==> images/met3.png <==
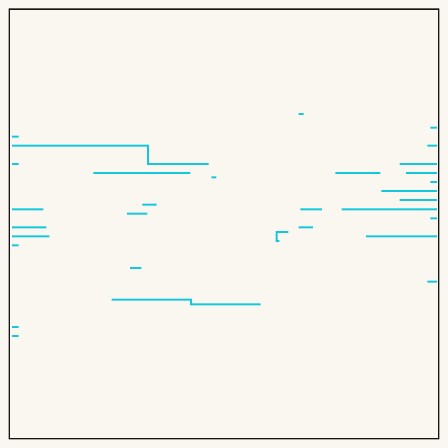
==> images/cell_classes.png <==
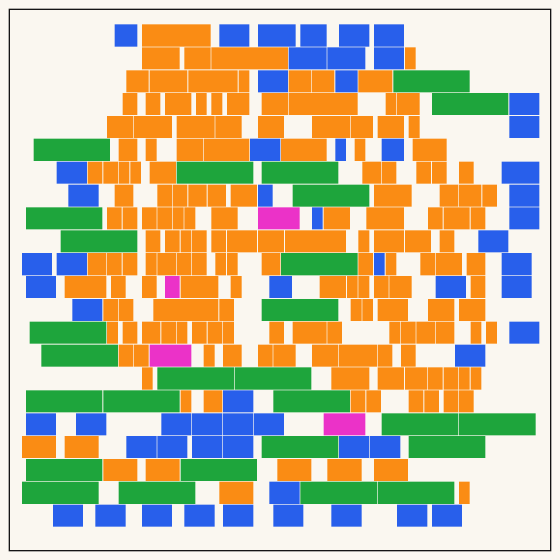
<file path="config.mk">
export PLATFORM = sky130hd
export DESIGN_NAME = config_buf_writer
export DESIGN_NICKNAME = d
export VERILOG_FILES = /design/src/rtl/cfg_pkg.sv /design/src/rtl/cfg_addr_calc.sv /design/src/rtl/config_buf_writer.sv
export SDC_FILE = /design/constraint.sdc
export NUM_CORES = 1
export LEC_CHECK = 0
export CORE_UTILIZATION = 48
export DETAILED_ROUTE_END_ITERATION = 7
export GPL_ROUTABILITY_DRIVEN = 0
export GPL_TIMING_DRIVEN = 0
export PLACE_DENSITY = 0.8
export RECOVER_POWER = 25
export SLEW_MARGIN = 10
export SYNTH_ARGS = -nofsm -noshare
export SYNTH_HDL_FRONTEND = slang
export SYNTH_SLANG_ARGS = --single-unit
</file>
<file path="constraint.sdc">
create_clock -name clk_in -period 2.8 [get_ports clk_in]
set_clock_uncertainty 0.2 [all_clocks]
set_input_delay 0.42 -clock clk_in [delete_from_list [all_inputs] [get_ports clk_in]]
set_output_delay 0.42 -clock clk_in [all_outputs]
set_load 0.02 [all_outputs]
</file>
<file path="src/rtl/cfg_pkg.sv">
// Shared types and constants for the tile-buffer command writer.
// Macro CFG_BUF_WRITER_CLEAR_EN adds the CLEAR state.
package cfg_pkg;

    localparam int CFG_COLS      = 40;
    localparam int CFG_ROWS      = 23;
    localparam int CFG_BUF_DEPTH = 920;

    typedef enum logic [1:0] {
        OP_WRITE = 2'd0,
        OP_FILL  = 2'd1,
        OP_CLEAR = 2'd2,
        OP_RSVD  = 2'd3
    } cfg_op_t;

`ifdef CFG_BUF_WRITER_CLEAR_EN
    typedef enum logic [1:0] {
        ST_IDLE  = 2'd0,
        ST_RUN   = 2'd1,
        ST_CLEAR = 2'd2
    } cfg_state_t;
`else
    typedef enum logic [0:0] {
        ST_IDLE = 1'b0,
        ST_RUN  = 1'b1
    } cfg_state_t;
`endif

endpackage

</file>
<file path="src/rtl/cfg_addr_calc.sv">
// Linear tile address (row*COLS+col) by shift-add, plus range check.
// Purely combinational.
module cfg_addr_calc
    import cfg_pkg::*;
#(
    parameter int COLS = CFG_COLS,
    parameter int ROWS = CFG_ROWS
) (
    input  logic [4:0] row_in,
    input  logic [5:0] col_in,
    output logic [9:0] addr_out,
    output logic       range_err_out
);

    // Sum row shifted by each set bit of COLS, then add the column
    always_comb begin
        addr_out = {4'd0, col_in};
        for (int i = 0; i < 10; i++) begin
            if (COLS[i]) begin
                addr_out = addr_out + ({5'd0, row_in} << i);
            end
        end
        range_err_out = ({27'd0, row_in} >= 32'(ROWS)) ||
                        ({26'd0, col_in} >= 32'(COLS));
    end

endmodule

</file>
<file path="src/rtl/config_buf_writer.sv">
// Command-driven tile buffer writer: WRITE, FILL and optional CLEAR.
// Macro CFG_BUF_WRITER_CLEAR_EN enables op 2 (CLEAR).
module config_buf_writer
    import cfg_pkg::*;
#(
    parameter int COLS = CFG_COLS,
    parameter int ROWS = CFG_ROWS
) (
    input  logic       clk_in,
    input  logic       rst_in,
    input  logic       cmd_valid_in,
    output logic       cmd_ready_out,
    input  logic [1:0] cmd_op_in,
    input  logic [4:0] cmd_row_in,
    input  logic [5:0] cmd_col_in,
    input  logic [5:0] cmd_len_in,
    input  logic [7:0] cmd_data_in,
    output logic       buf_write_valid_out,
    output logic [9:0] buf_write_addr_out,
    output logic [7:0] buf_write_data_out,
    output logic       done_out,
    output logic       err_out
);

    localparam logic [9:0] LAST_ADDR = 10'(ROWS * COLS - 1);

    cfg_state_t state_q, state_d;
    logic       valid_q, valid_d;
    logic [9:0] addr_q, addr_d;
    logic [7:0] data_q, data_d;
    logic [5:0] cnt_q, cnt_d;
    logic       done_q, done_d;
    logic       err_q, err_d;
    logic [9:0] calc_addr;
    logic       range_err;
    logic [5:0] len_sel;
    cfg_op_t    op;
`ifdef CFG_BUF_WRITER_CLEAR_EN
    logic [9:0] clr_q, clr_d;
`endif

    cfg_addr_calc #(
        .COLS(COLS),
        .ROWS(ROWS)
    ) u_addr_calc (
        .row_in       (cmd_row_in),
        .col_in       (cmd_col_in),
        .addr_out     (calc_addr),
        .range_err_out(range_err)
    );

    assign op      = cfg_op_t'(cmd_op_in);
    assign len_sel = (op == OP_WRITE) ? 6'd1 : cmd_len_in;

    assign cmd_ready_out       = (state_q == ST_IDLE);
    assign buf_write_valid_out = valid_q;
    assign buf_write_addr_out  = addr_q;
    assign buf_write_data_out  = data_q;
    assign done_out            = done_q;
    assign err_out             = err_q;

    // Next state and next registered outputs
    always_comb begin
        state_d = state_q;
        valid_d = 1'b0;
        addr_d  = addr_q;
        data_d  = data_q;
        cnt_d   = cnt_q;
        done_d  = 1'b0;
        err_d   = 1'b0;
`ifdef CFG_BUF_WRITER_CLEAR_EN
        clr_d   = clr_q;
`endif
        case (state_q)
            ST_IDLE: begin
                if (cmd_valid_in) begin
                    case (op)
                        OP_WRITE, OP_FILL: begin
                            if (range_err) begin
                                err_d = 1'b1;
                            end else if (len_sel == 6'd0) begin
                                done_d = 1'b1;
                            end else begin
                                valid_d = 1'b1;
                                addr_d  = calc_addr;
                                data_d  = cmd_data_in;
                                cnt_d   = len_sel - 6'd1;
                                state_d = ST_RUN;
                            end
                        end
`ifdef CFG_BUF_WRITER_CLEAR_EN
                        OP_CLEAR: begin
                            valid_d = 1'b1;
                            addr_d  = 10'd0;
                            data_d  = cmd_data_in;
                            clr_d   = 10'(CFG_BUF_DEPTH - 1);
                            state_d = ST_CLEAR;
                        end
`endif
                        default: err_d = 1'b1;
                    endcase
                end
            end
            ST_RUN: begin
                if (cnt_q == 6'd0 || addr_q == LAST_ADDR) begin
                    cnt_d   = 6'd0;
                    done_d  = 1'b1;
                    state_d = ST_IDLE;
                end else begin
                    valid_d = 1'b1;
                    addr_d  = addr_q + 10'd1;
                    cnt_d   = cnt_q - 6'd1;
                end
            end
`ifdef CFG_BUF_WRITER_CLEAR_EN
            ST_CLEAR: begin
                if (clr_q == 10'd0 || addr_q == LAST_ADDR) begin
                    clr_d   = 10'd0;
                    done_d  = 1'b1;
                    state_d = ST_IDLE;
                end else begin
                    valid_d = 1'b1;
                    addr_d  = addr_q + 10'd1;
                    clr_d   = clr_q - 10'd1;
                end
            end
`endif
            default: state_d = ST_IDLE;
        endcase
    end

    // State and output registers, cleared immediately by reset
    always_ff @(posedge clk_in or posedge rst_in) begin
        if (rst_in) begin
            state_q <= ST_IDLE;
            valid_q <= 1'b0;
            addr_q  <= 10'd0;
            data_q  <= 8'd0;
            cnt_q   <= 6'd0;
            done_q  <= 1'b0;
            err_q   <= 1'b0;
`ifdef CFG_BUF_WRITER_CLEAR_EN
            clr_q   <= 10'd0;
`endif
        end else begin
            state_q <= state_d;
            valid_q <= valid_d;
            addr_q  <= addr_d;
            data_q  <= data_d;
            cnt_q   <= cnt_d;
            done_q  <= done_d;
            err_q   <= err_d;
`ifdef CFG_BUF_WRITER_CLEAR_EN
            clr_q   <= clr_d;
`endif
        end
    end

endmodule

</file>
==> results_dict.tcl <==
# flow metrics
set metrics [dict create \
    status "finished clean" \
    cts_tree "yes" \
    area_delta_synth_final_pct 37.0 \
    dp_cells 300 \
    clock_cell_area_share_pct 1.82 \
    async_flop_share_pct 100 \
    cp-end-kind "flip-flop" \
    drt_iter0_markers 106 \
    nNonClkInverters 8 \
    dieWidth_um 64.2 \
    path_clk_slew_ns 0.09 \
    path_max_fanout 5 \
    port_buffers 51 \
    met3_length_um 159 \
    common_cells "dfrtp_1, o21ai_0, a21oi_1" \
    p_seq_uw 727 \
    drive_above_1_share_pct 13.6 \
    cts.sinks 27 \
    r2r_slack_ns 0.49 \
    numSynthFlops 27 \
    drcViolationCount 0 \
    timing.critical_path.cells "clkdlybuf4s50_1 > o21ai_0 > ha_1 > nor2b_1 > a221o_1 > or2_4 > a22o_1 > a22o_1" \
    grt_usage_pct 23.2 \
    synth-xor-area-share_pct 4.24 \
    cp.depth 8 \
    dp_hpwl_mm 3.46 \
    hold_start "buf_write_data_out[7]" \
    netlist_logic_family_top "AND-OR/OR-AND gates" \
    postCtsSetupBuffers 0 \
    switching_share_pct 44.7 \
    warnings 30 \
]
-- met3.png (at the start) --
share of all routed wire = 3.5%
main direction = horizontal

-- cell_classes.png (at the start) --
all other logic -> orange  # cells 169, share of their area 49%
clock drivers and dummy loads -> magenta  # cells 4, share of their area 1.9%
other buffers and delay cells -> blue  # cells 58, share of their area 22%
flops -> green  # cells 27, share of their area 27%

